## src/rtl/instr_cycle_ctrl.sv

```systemverilog
// Instruction-cycle sequencer: walks fetch/decode/execute states and issues
// registered one-cycle control strobes to the PC, IR, accumulator and memory.
module instr_cycle_ctrl #(
  parameter int FETCH_CYCLES = 2,
  parameter bit HALT_STICKY  = 1'b1
) (
  input  logic       clk,
  input  logic       reset,
  input  logic       ena,
  input  logic       zero,
  input  logic [2:0] opcode,
  output logic       inc_pc,
  output logic       load_pc,
  output logic       load_ir,
  output logic       load_acc,
  output logic       rd,
  output logic       wr,
  output logic       datactl_ena,
  output logic       halt,
  output logic [3:0] state_o
);

  typedef enum logic [3:0] {
    IDLE = 4'd0, S0 = 4'd1, S1 = 4'd2, S2 = 4'd3, S3 = 4'd4,
    S4 = 4'd5, S5 = 4'd6, S6 = 4'd7, S7 = 4'd8, HALTED = 4'd9
  } state_t;

  typedef enum logic [2:0] {
    OP_HLT = 3'b000, OP_SKZ = 3'b001, OP_ADD = 3'b010, OP_AND = 3'b011,
    OP_XOR = 3'b100, OP_LDA = 3'b101, OP_STO = 3'b110, OP_JMP = 3'b111
  } op_t;

  typedef struct packed {
    logic inc_pc;
    logic load_pc;
    logic load_ir;
    logic load_acc;
    logic rd;
    logic wr;
    logic datactl_ena;
    logic halt;
  } ctl_t;

  state_t state, nxt;
  ctl_t   ctl, ctl_nxt;
  op_t    op;
  logic   alu_op;

  assign op     = op_t'(opcode);
  assign alu_op = (op == OP_ADD) || (op == OP_AND) || (op == OP_XOR) || (op == OP_LDA);

  always_ff @(posedge clk or negedge reset) begin
    if (!reset) begin
      state <= IDLE;
      ctl   <= '0;
    end else begin
      state <= nxt;
      ctl   <= ctl_nxt;
    end
  end

  // Strobes are computed for the state being entered so they are registered
  // and line up exactly with the cycle spent in that state.
  always_comb begin
    nxt     = IDLE;
    ctl_nxt = '0;
    if (state == HALTED) begin
      nxt          = HALTED;
      ctl_nxt.halt = 1'b1;
    end else if (ena) begin
      case (state)
        IDLE:    nxt = S0;
        S0:      nxt = (FETCH_CYCLES == 1) ? S2 : S1;
        S1:      nxt = S2;
        S2:      nxt = S3;
        S3:      nxt = (HALT_STICKY && op == OP_HLT) ? HALTED : S4;
        S4:      nxt = S5;
        S5:      nxt = S6;
        S6:      nxt = S7;
        S7:      nxt = S0;
        default: nxt = IDLE;
      endcase

      case (nxt)
        S0, S1: begin
          ctl_nxt.rd      = 1'b1;
          ctl_nxt.load_ir = 1'b1;
          ctl_nxt.inc_pc  = 1'b1;
        end
        S3, S4: begin
          ctl_nxt.rd          = alu_op;
          ctl_nxt.load_acc    = alu_op && (nxt == S4);
          ctl_nxt.datactl_ena = (op == OP_STO);
          ctl_nxt.wr          = (op == OP_STO) && (nxt == S4);
          ctl_nxt.load_pc     = (op == OP_JMP);
          ctl_nxt.inc_pc      = (op == OP_SKZ) && zero;
          ctl_nxt.halt        = (op == OP_HLT);
        end
        S5: begin
          ctl_nxt.datactl_ena = (op == OP_STO);
          ctl_nxt.halt        = (op == OP_HLT) && !HALT_STICKY;
        end
        HALTED:  ctl_nxt.halt = 1'b1;
        default: ctl_nxt = '0;
      endcase
    end
  end

  assign inc_pc      = ctl.inc_pc;
  assign load_pc     = ctl.load_pc;
  assign load_ir     = ctl.load_ir;
  assign load_acc    = ctl.load_acc;
  assign rd          = ctl.rd;
  assign wr          = ctl.wr;
  assign datactl_ena = ctl.datactl_ena;
  assign halt        = ctl.halt;
  assign state_o     = state;

endmodule
```

## config.mk

```make
export PLATFORM = sky130hd
export DESIGN_NAME = instr_cycle_ctrl
export DESIGN_NICKNAME = d
export VERILOG_FILES = /design/src/rtl/instr_cycle_ctrl.sv
export SDC_FILE = /design/constraint.sdc
export NUM_CORES = 1
export LEC_CHECK = 0
export CORE_AREA = 2 2 39 41
export CTS_CLUSTER_SIZE = 12
export DETAILED_ROUTE_END_ITERATION = 10
export DIE_AREA = 0 0 41 43
export GPL_TIMING_DRIVEN = 0
export PLACE_DENSITY = 0.8
export SLEW_MARGIN = 30
export SYNTH_ARGS = -nofsm -noshare
export SYNTH_HDL_FRONTEND = slang
export SYNTH_SLANG_ARGS = --single-unit
```

## constraint.sdc

```tcl
create_clock -name clk -period 2.8 [get_ports clk]
set_clock_uncertainty 0.05 [all_clocks]
set_input_delay 0.56 -clock clk [delete_from_list [all_inputs] [get_ports clk]]
set_output_delay 0.56 -clock clk [all_outputs]
set_load 0.01 [all_outputs]
```

**Run 1: congestion heat map**

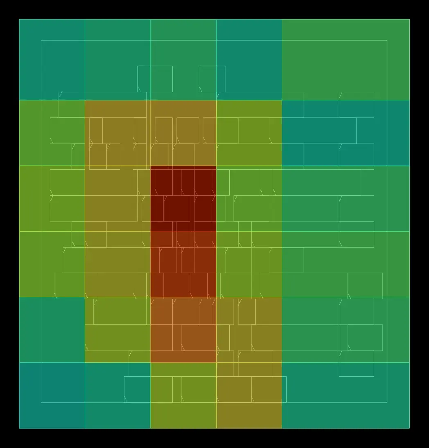
post-layout util: 55.9%
most heavily used metal layer in global routing: met2
met1 Resource Use GR: 23.1%

**Run 1: the metal 1 layer**

The bar under the picture is 10 um long. Supply wires on this layer in gray.
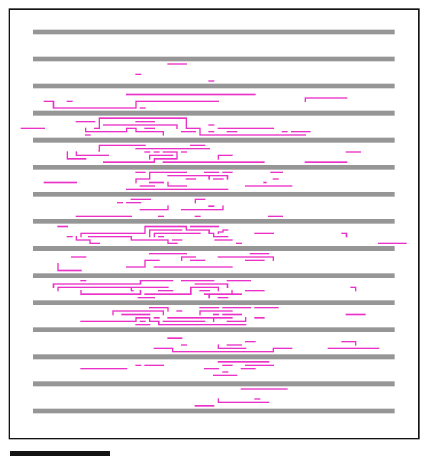
share of all routed wire	43%
longest straight run	12.9 um
nets with wire on the layer	72
wire length on this layer	481 um
main direction	horizontal
via count: 503
aggregate routed wire length: 1130 um

==> run notes, run 1 <==
The synthesis and place-and-route flow finished, so here is a summary.

Per the TritonCTS log, the buffer count is 3. Setup repair after global routing left no endpoint under its margin. The highest clock frequency the design can meet came out at 509 MHz.

The die span in y came out at 43 um. The final number of max-transition violations came out at 0. For this design, the CTS-stage hold fixing added 0 buffers. Per STA, the highest per-stage delay on the worst path measures 0.59 ns.

The maximum fanout count along the critical path came out at 8. The master of the slowest instance on the critical path is clkdlybuf4s50_1. The cell type with the largest total area after synthesis is dfrtp_1. The flip-flop and latch count after synthesis came out at 12. The normalized max-slew margin is 65.1%. Together, buffers and inverters on the worst path number 1. The total inserted antenna cells came out at 0. The cell row count is 14. The mux share of post-synthesis cell area came out at 1.86%. The count of nets left with antenna violations once routing finished came out at 0. The post-route minimum period came out at 1.97 ns. The total clock sinks is 12. The worst path meets setup with 0.835 ns of slack. The average size of a mapped cell came out at 9.59 um^2. The via count of the first global-routing pass came out at 446. The post-CTS resize count is 0. The effective utilization at floorplan came out at 38.8%. The count of filler cells inserted in the layout came out at 147. The slew at the pin closest to its max-slew limit is 0.522 ns. The kind of cell adding the most delay to the critical path is buffers and inverters.

Detailed placement reports a standard cell area of 737 um^2. The clock-pin transition on the worst setup and hold timing paths came out at 0.07 ns. VDD sags by at most 0.000385 V. The run finished with clean final reports. The total grt overflow came out at 0. The critical path is of the flip-flop to output port type. The die boundary width is 41 um. The final layout reports a setup TNS of 0 ns. In the routed design, unresolved DRC markers number 0.

The post-synth design cell area came out at 537 um^2. The growth of design area from synthesis to finish is 44.1%. The cell-mix breakdown from Yosys lists the compound-gate area share as 9.56%. The top-level I/O count is 19. The warning tally printed by Yosys for this design is 0. The total number of nets in the final design is 86.

The number of vias per cell after detailed routing is 5.35. The core box area is 1380 um^2. Looking at the reg2reg group, the worst path ends at datactl_ena$_DFF_PN0_. The detailed placer reported the number of placed instances as 90. The smallest hold slack is 0.575 ns. In the layout the commonest cells are clkdlybuf4s50_1, dfrtp_1, nor2_1.

The reg-to-reg startpoint is state_o[0]$_DFF_PN0_. Endpoints failing hold in the final report were tallied at 0. The final non-filler cell total came out at 94. Checking hold timing, the worst path is listed with class input port to asynchronous set/reset pin. The share of the yosys chip area belonging to registers is 55.9%. CTS built an H-tree with a depth of 1. The wire length of the first global-routing pass is 1970 um. The max capacitance violation total came out at 0.

By area the synthesized netlist is led by dfrtp_1, nor2_1, nand2_1. The setup fix buffers added after clock tree synthesis came out at 0. The overall power came out at 0.648 mW.

The number of cells on the worst reg-to-reg path is 4. By instance count after routing, the leading logic cell type is clkdlybuf4s50_1. The register with the most flip-flops in the layout has 4 of them. The total global routing track utilization is 17.0%.
**Run 1: selected gate families**

The bar under the picture is 10 um long.
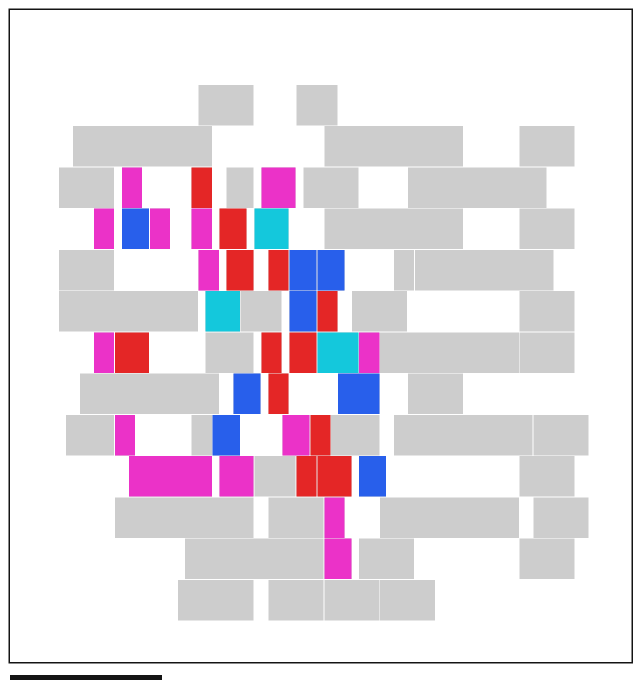
color	family	cells
red	nand cells	12
magenta	nor cells	14
blue	aoi and oai cells	8
cyan	and/or cells	3

[run 1: per-layer routing]
metal,track usage [%],routed length [um]
met5,0,0
met4,10.0,31
met3,3.14,74
met2,24.1,541
met1,23.1,480
[run 1: final cells by class]
| class | instances | area, um^2 | share of cell area [%] |
|---|---|---|---|
| tap | 16 | 20.0 | 2.59 |
| multi-input combinational | 41 | 224 | 29.0 |
| sequential | 12 | 300 | 38.8 |
| inverter | 2 | 7.51 | 0.971 |
| clock buffer | 4 | 36.3 | 4.69 |
| buffer | 1 | 5.00 | 0.647 |
| timing repair buffer | 18 | 180 | 23.3 |
[run 1: synthesized netlist by cell type (all sizes together)]
cell,n
a211o,1
a21oi,4
and2,1
and3,1
buf,1
dfrtp,12
inv,2
mux2i,1
nand2,7
nand2b,1
nand3,3
nand4,1
nor2,9
nor2b,1
nor3,2
nor4,1
nor4b,1
o211ai,1
o21ai,3
or4,1
xnor2,2
[run 1: report_power, final]
group / total, mW / switching, mW / leakage [nW] / internal (mW)
Clock: 0.138 / 0.0592 / 0.0210 / 0.0791
Sequential: 0.247 / 0.0352 / 0.159 / 0.212
Combinational: 0.263 / 0.132 / 0.150 / 0.131
[run 1: worst max-delay path by stage]
| stage | start | end | slack (ns) | depth (start not counted) |
|---|---|---|---|---|
| after floorplan | opcode[1] | rd$_DFF_PN0_ | 1.43 | 3 |
| after global placement | ena | wr$_DFF_PN0_ | 0.83 | 4 |
| after detailed placement | ena | wr$_DFF_PN0_ | 0.78 | 4 |
| after CTS | state_o[1]$_DFF_PN0_ | state_o[1] | 0.84 | 1 |
| after global routing | state_o[3]$_DFF_PN0_ | state_o[3] | 0.78 | 1 |
| final | state_o[2]$_DFF_PN0_ | state_o[2] | 0.83 | 1 |
==> inputs of run 2 (changes only) <==
--- a/config.mk
+++ b/config.mk
@@ -5,12 +5,12 @@
 export SDC_FILE = /design/constraint.sdc
 export NUM_CORES = 1
 export LEC_CHECK = 0
-export CORE_AREA = 2 2 39 41
+export CORE_MARGIN = 1
+export CORE_UTILIZATION = 37
 export CTS_CLUSTER_SIZE = 12
 export DETAILED_ROUTE_END_ITERATION = 10
-export DIE_AREA = 0 0 41 43
 export GPL_TIMING_DRIVEN = 0
-export PLACE_DENSITY = 0.8
+export PLACE_DENSITY = 0.78
 export SLEW_MARGIN = 30
 export SYNTH_ARGS = -nofsm -noshare
 export SYNTH_HDL_FRONTEND = slang
==> constraint.sdc (replaced) <==
create_clock -name clk -period 1.7 [get_ports clk]
set_clock_uncertainty 0.05 [all_clocks]
set_input_delay 0.34 -clock clk [delete_from_list [all_inputs] [get_ports clk]]
set_output_delay 0.34 -clock clk [all_outputs]
set_load 0.01 [all_outputs]
**Run 2: congestion heat map**

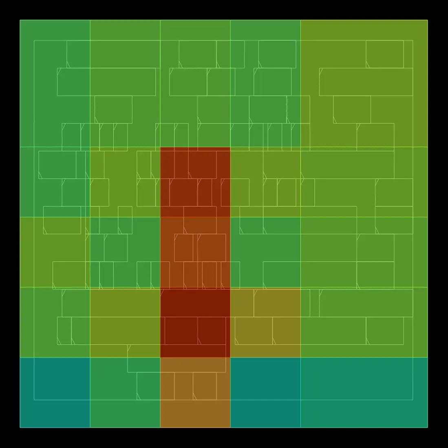
met3 usage in global routing: 3.89%
post-layout util: 60.0%
drt wl/cell: 13.5 um
met1 Resource Use GR: 24.8%
met2 demand-to-capacity share in global routing: 27.8%

**Run 2: M3 wires**

The bar under the picture is 10 um long.
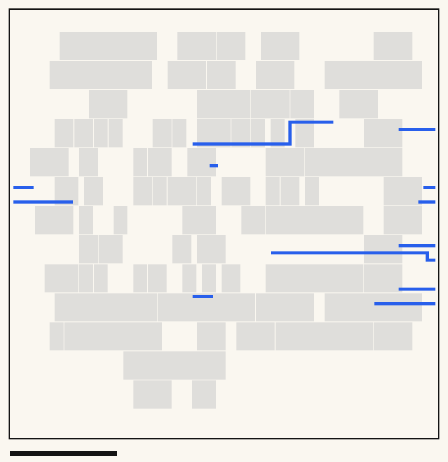
wire length on this layer	56.3 um
share of all routed wire	4.4%
longest straight run	14.5 um
nets with wire on the layer	11
main direction	horizontal

**Run 2: supply network**

Pins as bars on the die edge.
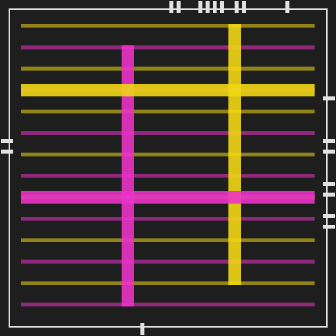
color	net
yellow	VDD
magenta	VSS
met4 straps	2
met1 rails	14
Die Ht: 40.1 um
Max VDD drop: 0.000887 V
width of the die: 40.1 um
placeable core region: 1320 um^2

==> run 2 against run 1 <==
Largest cell class unchanged; via count down 1.4%; synthesized cell count unchanged; sequential share of layout area down 0.39 points; sequential power up 65%.
==> run notes, run 2 <==
The synthesis and place-and-route flow finished, so here is a summary.

The delay of the slowest cell on the worst path is 0.56 ns (was 0.59 ns). The growth of design area from synthesis to finish is 47.3% (was 44.1%). The effective utilization at floorplan is 40.7% (was 38.8%). The setup slack of the critical path after layout is 0.0417 ns (was 0.835 ns). The flip-flop and latch count after synthesis is 12 (unchanged). The overall power was 1.10 mW (was 0.648 mW). The number of H-tree levels came out at 1 (unchanged).

The number of flip-flops in the largest register was 4 (unchanged). The most used flip-flop cell is dfrtp_1 (unchanged). The number of CTS-inserted buffers is 3 (unchanged). The final-report hold violation count came out at 0 (unchanged). The setup fix buffers added after clock tree synthesis came out at 0 (unchanged). The overall via count from detail_route is 496 (was 503). The highest clock frequency the design can meet came out at 603 MHz. The reg-to-reg startpoint is state_o[0]$_DFF_PN0_ (unchanged). The number of cells on the worst reg-to-reg path is 4 (unchanged). The most frequent cell after synthesis is dfrtp_1 (unchanged). The post-route minimum period came out at 1.66 ns. The smallest hold slack came out at 0.359 ns (was 0.575 ns). The slew at the pin closest to its max-slew limit is 0.527 ns (was 0.522 ns). The average size of a mapped cell is 9.59 um^2 (unchanged). The number of buffers and inverters on the critical path is 1 (unchanged). The fraction of synthesis flops using an asynchronous set or reset pin is 100% (unchanged). The number of placed instances, taps included is 89 (was 90).

The total global routing track utilization was 18.7% (was 17.0%). The number of enable-type register cells in the synthesized netlist is 0 (unchanged). The cell row count is 13 (was 14). Commonest cells after routing, fill and taps aside: clkdlybuf4s50_1, nor2_1, dfrtp_1 (was clkdlybuf4s50_1, dfrtp_1, nor2_1).

The total number of nets in the final design came to 88 (was 86). List of most frequent post-synthesis cells: dfrtp_1, nor2_1, nand2_1, a21oi_1 (unchanged). The master of the slowest instance on the critical path is clkdlybuf4s50_1 (unchanged). The wire length of the first global-routing pass is 1930 um (was 1970 um). The cell type with the largest total area after synthesis is dfrtp_1 (unchanged). The kind of cell adding the most delay to the critical path is buffers and inverters (unchanged).

The antenna violation net count after detailed routing came out at 0 (unchanged). The top-level I/O count was 19 (unchanged). The count of filler cells inserted in the layout came out at 121 (was 147). The total negative slack was 0 ns (unchanged). The top logic cell by instance count in the layout is clkdlybuf4s50_1 (unchanged). The remaining design rule violation count came out at 0 (unchanged). The count of yosys warnings during synthesis was 0 (unchanged). The total detailed-routing wirelength is 1280 um (was 1130 um). The final non-filler cell total came out at 95 (was 94). The total inserted antenna cells came out at 0 (unchanged). The post-CTS resize count is 2 (was 0). The endpoint of the lowest-slack register-to-register path is wr$_DFF_PN0_ (was datactl_ena$_DFF_PN0_). The number of vias per cell after detailed routing came out at 5.22 (was 5.35). The placed standard-cell area came out at 736 um^2 (was 737 um^2). The max capacitance violation total came to 0 (unchanged). Run status: complete, no violations (unchanged). The final number of max-transition violations is 0 (unchanged).

The class of the worst hold path is input port to asynchronous set/reset pin (unchanged). The normalized max-slew margin is 64.8% (was 65.1%). Biggest area cells: dfrtp_1, nor2_1, nand2_1 (unchanged). The cts-stage hold buffer count is 0 (unchanged). The type of the setup path with the least slack is flip-flop to output port (unchanged). The post-synth design cell area came out at 537 um^2 (unchanged). The share of the yosys chip area belonging to registers is 55.9% (unchanged).
==> run 2: final cells by class <==
class                           instances  area (um^2)  share of cell area, %
Tap cell                               15         18.8                   2.37
Clock buffer                            4         36.3                   4.59
Inverter                                2         7.51                  0.949
Timing Repair Buffer                   20          195                   24.7
Multi-Input combinational cell         41          224                   28.3
Buffer                                  1         5.00                  0.633
Sequential cell                        12          304                   38.4
==> run 2: cells by family after synthesis <==
kind of cell	after synthesis	share of synthesized area, %
compound gates	9	9.56
xor+xnor	2	3.26
buf+inv	3	2.33
flops	12	55.9
mux	1	1.86
simple gates	29	27.0
==> run 2: report_power, final <==
part | leakage (nW) | internal [mW] | switching, mW
logic | 0.161 | 0.231 | 0.235
clock network | 0.0210 | 0.130 | 0.0979
registers | 0.154 | 0.353 | 0.0540
total | 0.336 | 0.714 | 0.387
==> run 2: per-layer routing <==
| metal | wire length [um] | vias to the layer above | track usage [%] |
|---|---|---|---|
| li1 | - | 242 | - |
| met5 | 0 | - | 0 |
| met4 | 12 | 0 | 10.3 |
| met3 | 56 | 2 | 3.89 |
| met1 | 576 | 239 | 24.8 |
| met2 | 639 | 13 | 27.8 |
==> run 2: how the worst max path moves through the flow <==
| stage | depth (start not counted) | to | start | slack (ns) |
|---|---|---|---|---|
| floorplan | 4 | datactl_ena$_DFF_PN0_ | state_o[0]$_DFF_PN0_ | 0.37 |
| global placement | 4 | wr$_DFF_PN0_ | ena | -0.06 |
| detailed placement | 4 | wr$_DFF_PN0_ | ena | -0.15 |
| CTS | 1 | state_o[3] | state_o[3]$_DFF_PN0_ | 0.004 |
| global route | 1 | state_o[1] | state_o[1]$_DFF_PN0_ | -0.005 |
| finish | 1 | state_o[1] | state_o[1]$_DFF_PN0_ | 0.04 |
Power figures rest on the tool's default switching activity, not on a simulated workload.
